Fig. 1: the metal 1 layer
Scale bar: 50 um. Supply wires on this layer in grey.
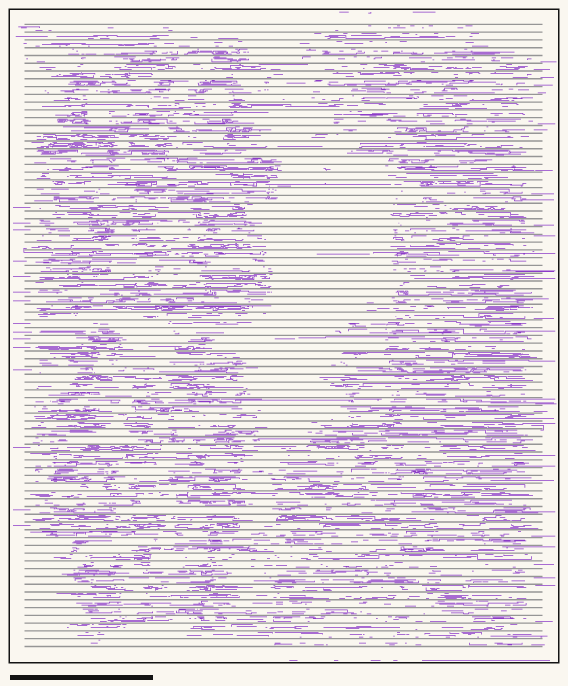
Fig. 2: the metal 2 layer
Cells faint in the background.
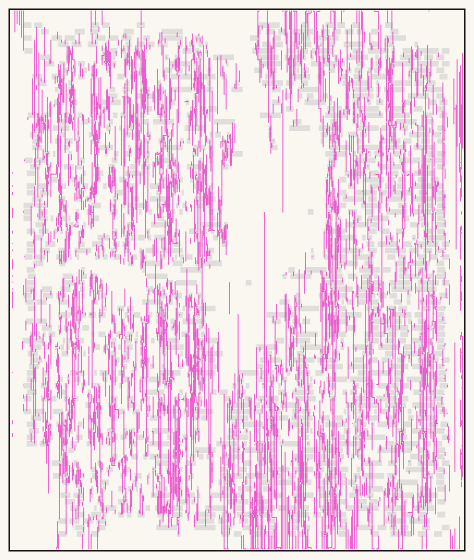
Fig. 3: M3 wires
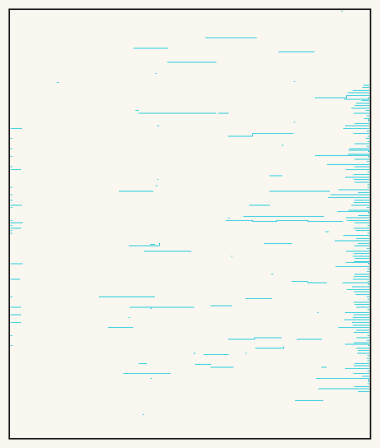
## config.mk

```make
export PLATFORM = sky130hd
export DESIGN_NAME = delay_timer_mc
export DESIGN_NICKNAME = d
export VERILOG_FILES = /design/src/rtl/delay_timer_pkg.sv /design/src/rtl/delay_timer_chan.sv /design/src/rtl/delay_timer_mc.sv
export SDC_FILE = /design/constraint.sdc
export NUM_CORES = 1
export LEC_CHECK = 0
export CAP_MARGIN = 20
export CELL_PAD_IN_SITES_DETAIL_PLACEMENT = 1
export CELL_PAD_IN_SITES_GLOBAL_PLACEMENT = 2
export CORE_ASPECT_RATIO = 1.2
export CORE_MARGIN = 5
export CORE_UTILIZATION = 35
export CTS_BUF_LIST = sky130_fd_sc_hd__clkbuf_2
export DETAILED_ROUTE_END_ITERATION = 7
export MAX_ROUTING_LAYER = met4
export PLACE_DENSITY_LB_ADDON = 0.3
export SLEW_MARGIN = 5
export SYNTH_ARGS = -nofsm -noshare
export SYNTH_HDL_FRONTEND = slang
export SYNTH_SLANG_ARGS = --single-unit
```

## constraint.sdc

```tcl
create_clock -name clk -period 12.2 [get_ports clk]
set_input_delay 1.22 -clock clk [delete_from_list [all_inputs] [get_ports clk]]
set_output_delay 1.22 -clock clk [all_outputs]
set_load 0.01 [all_outputs]
```

## src/rtl/delay_timer_pkg.sv

```systemverilog
// Shared types and fixed-point helpers for the multi-channel delay timer.
package delay_timer_pkg;

   typedef enum logic [1:0] {
      IDLE  = 2'd0,
      ARMED = 2'd1,
      FIRE  = 2'd2
   } state_t;

   // Full width of the delay*PREC_DIV product before the fractional shift.
   function automatic int cw(input int dw, input int fb, input int pd);
      return dw + fb + $clog2(pd + 1);
   endfunction

   // Width of a tick count once the fractional bits are shifted out.
   function automatic int tick_w(input int dw, input int pd);
      return dw + $clog2(pd + 1);
   endfunction

   // Round-half-up conversion from fixed-point time units to precision ticks.
   function automatic logic [63:0] to_ticks(input logic [63:0] d, input int fb, input int pd);
      logic [63:0] half;
      half = (fb > 0) ? (64'd1 << (fb - 1)) : 64'd0;
      return (d * 64'(pd) + half) >> fb;
   endfunction

endpackage

```

## src/rtl/delay_timer_chan.sv

```systemverilog
// One timer channel: trigger edge detect, tick countdown FSM and fire-time stamp.
// With DELAY_TIMER_RETRIG_EN defined, an edge while ARMED restarts the interval.
module delay_timer_chan
   import delay_timer_pkg::*;
#(
   parameter int DW        = 16,
   parameter int FRAC_BITS = 4,
   parameter int PREC_DIV  = 10,
   parameter int TW        = 64
) (
   input  logic                    clk,
   input  logic                    rst,
   input  logic                    tick_en,
   input  logic                    trig,
   input  logic [DW+FRAC_BITS-1:0] delay,
   input  logic [TW-1:0]           now,
   output state_t                  state,
   output logic [TW-1:0]           stamp
);

   localparam int TKW = tick_w(DW, PREC_DIV);

   logic           trig_q;
   logic           rise;
   logic [TKW-1:0] ticks;
   logic [TKW-1:0] cnt;
   logic [TKW-1:0] cnt_n;
   state_t         state_n;
   state_t         load_state;

   assign rise       = trig & ~trig_q;
   assign ticks      = TKW'(to_ticks(64'(delay), FRAC_BITS, PREC_DIV));
   assign load_state = (ticks == '0) ? FIRE : ARMED;

   always_comb begin
      state_n = state;
      cnt_n   = cnt;
      case (state)
         IDLE: begin
            if (rise) begin
               cnt_n   = ticks;
               state_n = load_state;
            end
         end
         ARMED: begin
`ifdef DELAY_TIMER_RETRIG_EN
            if (rise) begin
               cnt_n   = ticks;
               state_n = load_state;
            end else if (tick_en) begin
               cnt_n = cnt - 1'b1;
               if (cnt == TKW'(1)) state_n = FIRE;
            end
`else
            if (tick_en) begin
               cnt_n = cnt - 1'b1;
               if (cnt == TKW'(1)) state_n = FIRE;
            end
`endif
         end
         FIRE: begin
            // A fresh edge while firing starts the next interval immediately.
            if (rise) begin
               cnt_n   = ticks;
               state_n = load_state;
            end else begin
               state_n = IDLE;
            end
         end
         default: state_n = IDLE;
      endcase
   end

   always_ff @(posedge clk or posedge rst) begin
      if (rst) begin
         state  <= IDLE;
         cnt    <= '0;
         trig_q <= 1'b0;
         stamp  <= '0;
      end else begin
         state  <= state_n;
         cnt    <= cnt_n;
         trig_q <= trig;
         if (state == FIRE) stamp <= now;
      end
   end

endmodule

```

## src/rtl/delay_timer_mc.sv

```systemverilog
// N-channel fractional-delay timer; owns the shared free-running tick counter.
// Build option DELAY_TIMER_RETRIG_EN selects restart-on-edge while a channel is armed.
module delay_timer_mc
   import delay_timer_pkg::*;
#(
   parameter int NCHAN     = 2,
   parameter int DW        = 16,
   parameter int FRAC_BITS = 4,
   parameter int PREC_DIV  = 10,
   parameter int TW        = 64
) (
   input  logic                          clk,
   input  logic                          rst,
   input  logic                          tick_en,
   input  logic [NCHAN-1:0]              trig,
   input  logic [NCHAN*(DW+FRAC_BITS)-1:0] delay,
   output logic [NCHAN-1:0]              busy,
   output logic [NCHAN-1:0]              done,
   output logic [NCHAN*TW-1:0]           stamp,
   output logic [TW-1:0]                 now
);

   logic [TW-1:0] now_q;
   state_t        chan_state [NCHAN];

   always_ff @(posedge clk or posedge rst) begin
      if (rst)          now_q <= '0;
      else if (tick_en) now_q <= now_q + 1'b1;
   end

   assign now = now_q;

   for (genvar i = 0; i < NCHAN; i++) begin : g_chan
      delay_timer_chan #(
         .DW        (DW),
         .FRAC_BITS (FRAC_BITS),
         .PREC_DIV  (PREC_DIV),
         .TW        (TW)
      ) u_chan (
         .clk     (clk),
         .rst     (rst),
         .tick_en (tick_en),
         .trig    (trig[i]),
         .delay   (delay[i*(DW+FRAC_BITS) +: (DW+FRAC_BITS)]),
         .now     (now_q),
         .state   (chan_state[i]),
         .stamp   (stamp[i*TW +: TW])
      );

      assign busy[i] = (chan_state[i] != IDLE);
      assign done[i] = (chan_state[i] == FIRE);
   end

endmodule
```

==> results.txt <==
yosys + openroad results -> Fin. Hold Viols 0, drt wl/cell between 15 and 20 um, Non-Clock Inverter Count 31, Post-Syn Area between 0.01 and 0.015 sq mm, worst hold path depth 2, Worst Path Max Fanout 8, Comb pwr share 0.270, final instance area 0.0174 sq mm, synth warn 0, flop share of the area 0.342, Top cells excl fill/tap clkdlybuf4s50_1, dfrtp_1, mux2_2, nor2_1, clkbuf_2, CTS tree yes, status completed, Worst Clk Skew between 0.04 and 0.05 ns, area reported by Yosys stat ~0.014 sq mm, full die area between 0.04 and 0.05 sq mm, Synth Area in Adders 0.0742, post_cts resized 0, crit path cell chain clkdlybuf4s50_1, ha_1, ha_1, inv_1, fa_1, nand2b_1, a211o_1, a311oi_1, o2111ai_1, a211oi_1, nand4b_1, xnor2_1, o41ai_1, nor4bb_1, a21o_1, CTS sink count approximately 240, hold buffer count at CTS 0, Pint ~1.3 mW, core box area roughly 0.04 sq mm, Final #Nets about 1,700, Setup Crit Path Kind input port to flip-flop, Top cell area share 0.429, critical path arrival between 5 and 6 ns, largest net degree at the start of global routing approximately 86, worst setup path end g_chan[0].u_chan.state[1]$_DFFE_PP0P_, first-pass GRT wire length ~64,000 um, tool warnings 29, Nets at Floorplan between 1,000 and 1,500, multi-input combinational cell area ~0.0076 sq mm, DR DRC count 0, power per cell area 112 mW/mm^2, Max-area cell class multi-input combinational cells, Worst slew margin 0.353, Clock Power Share 0.250, Worst EP required 13.00 ns, number of enable flip-flop cells 0, Psw 0.701 mW, initial antenna violation count 1, Root Driver clkbuf_2, fin. max-slew vios 0, setup_tns 0 ns, Data buffer area share 0.146, hpwl dp slightly below 30,000 um, setup violators final 0, Bufs and invs on worst path 2, Commonest Layout Cell clkdlybuf4s50_1, well tap count about 530, most frequent cell after synthesis dfrtp_1, DRT iter0 DRCs between 300 and 400, Cells after DPL 2,057, Post-synth ARST share 1.00, register area around 0.0060 sq mm, Synth Area in Simple Gates 0.168, Layout area overhead 25.4%, Placer Congestion between 0.7 and 0.8, CP Capture Type flip-flop, R2R Setup Slk 8.93 ns, RSZ-0062 raised after global routing false, CTS max path bufs 3, Max Fclk ~220 MHz
Back to the opening pictures, Fig. 1:
nets with wire on the layer = 1,580
wire length on this layer = 16,700 um
main direction = horizontal
share of all routed wire = 43%
WL final: 38,600 um
met1 global-route usage: 0.219
via count: 11,300

Back to the opening pictures, Fig. 2:
wire length on this layer = 19,500 um
main direction = vertical
GR met2 Demand/Resource: 0.310

Back to the opening pictures, Fig. 3:
nets with wire on the layer = 162
longest straight run = 42.8 um
main direction = horizontal
wire length on this layer = 1,710 um
met3 usage: 0.0269

[layer usage]
metal  track usage  vias up  wire, um
met5             -        -         0
met4        0.0451        0       741
met3        0.0269       48      1710
met2         0.310      223     19500
met1         0.219     5587     16700
li1              -     5433         -
[sequential cells by signal, indices dropped and copies added (netlist names)]
name                  flops
g_chan.u_chan.trig_q      2
g_chan.u_chan.state       4
g_chan.u_chan.stamp     128
g_chan.u_chan.cnt        40
now                      64
[power groups by stage]
stage                     clock (mW)  sequential [mW]  combinational (mW)
after floorplan                    0            0.922               0.381
after CTS                      0.524            0.939               0.535
final                          0.490            0.938               0.529
after detailed placement           0            0.955               0.532
after global placement             0            0.950               0.518
after global routing           0.560            0.949               0.600
No activity file was given, so power comes from the tool's default toggle rates.
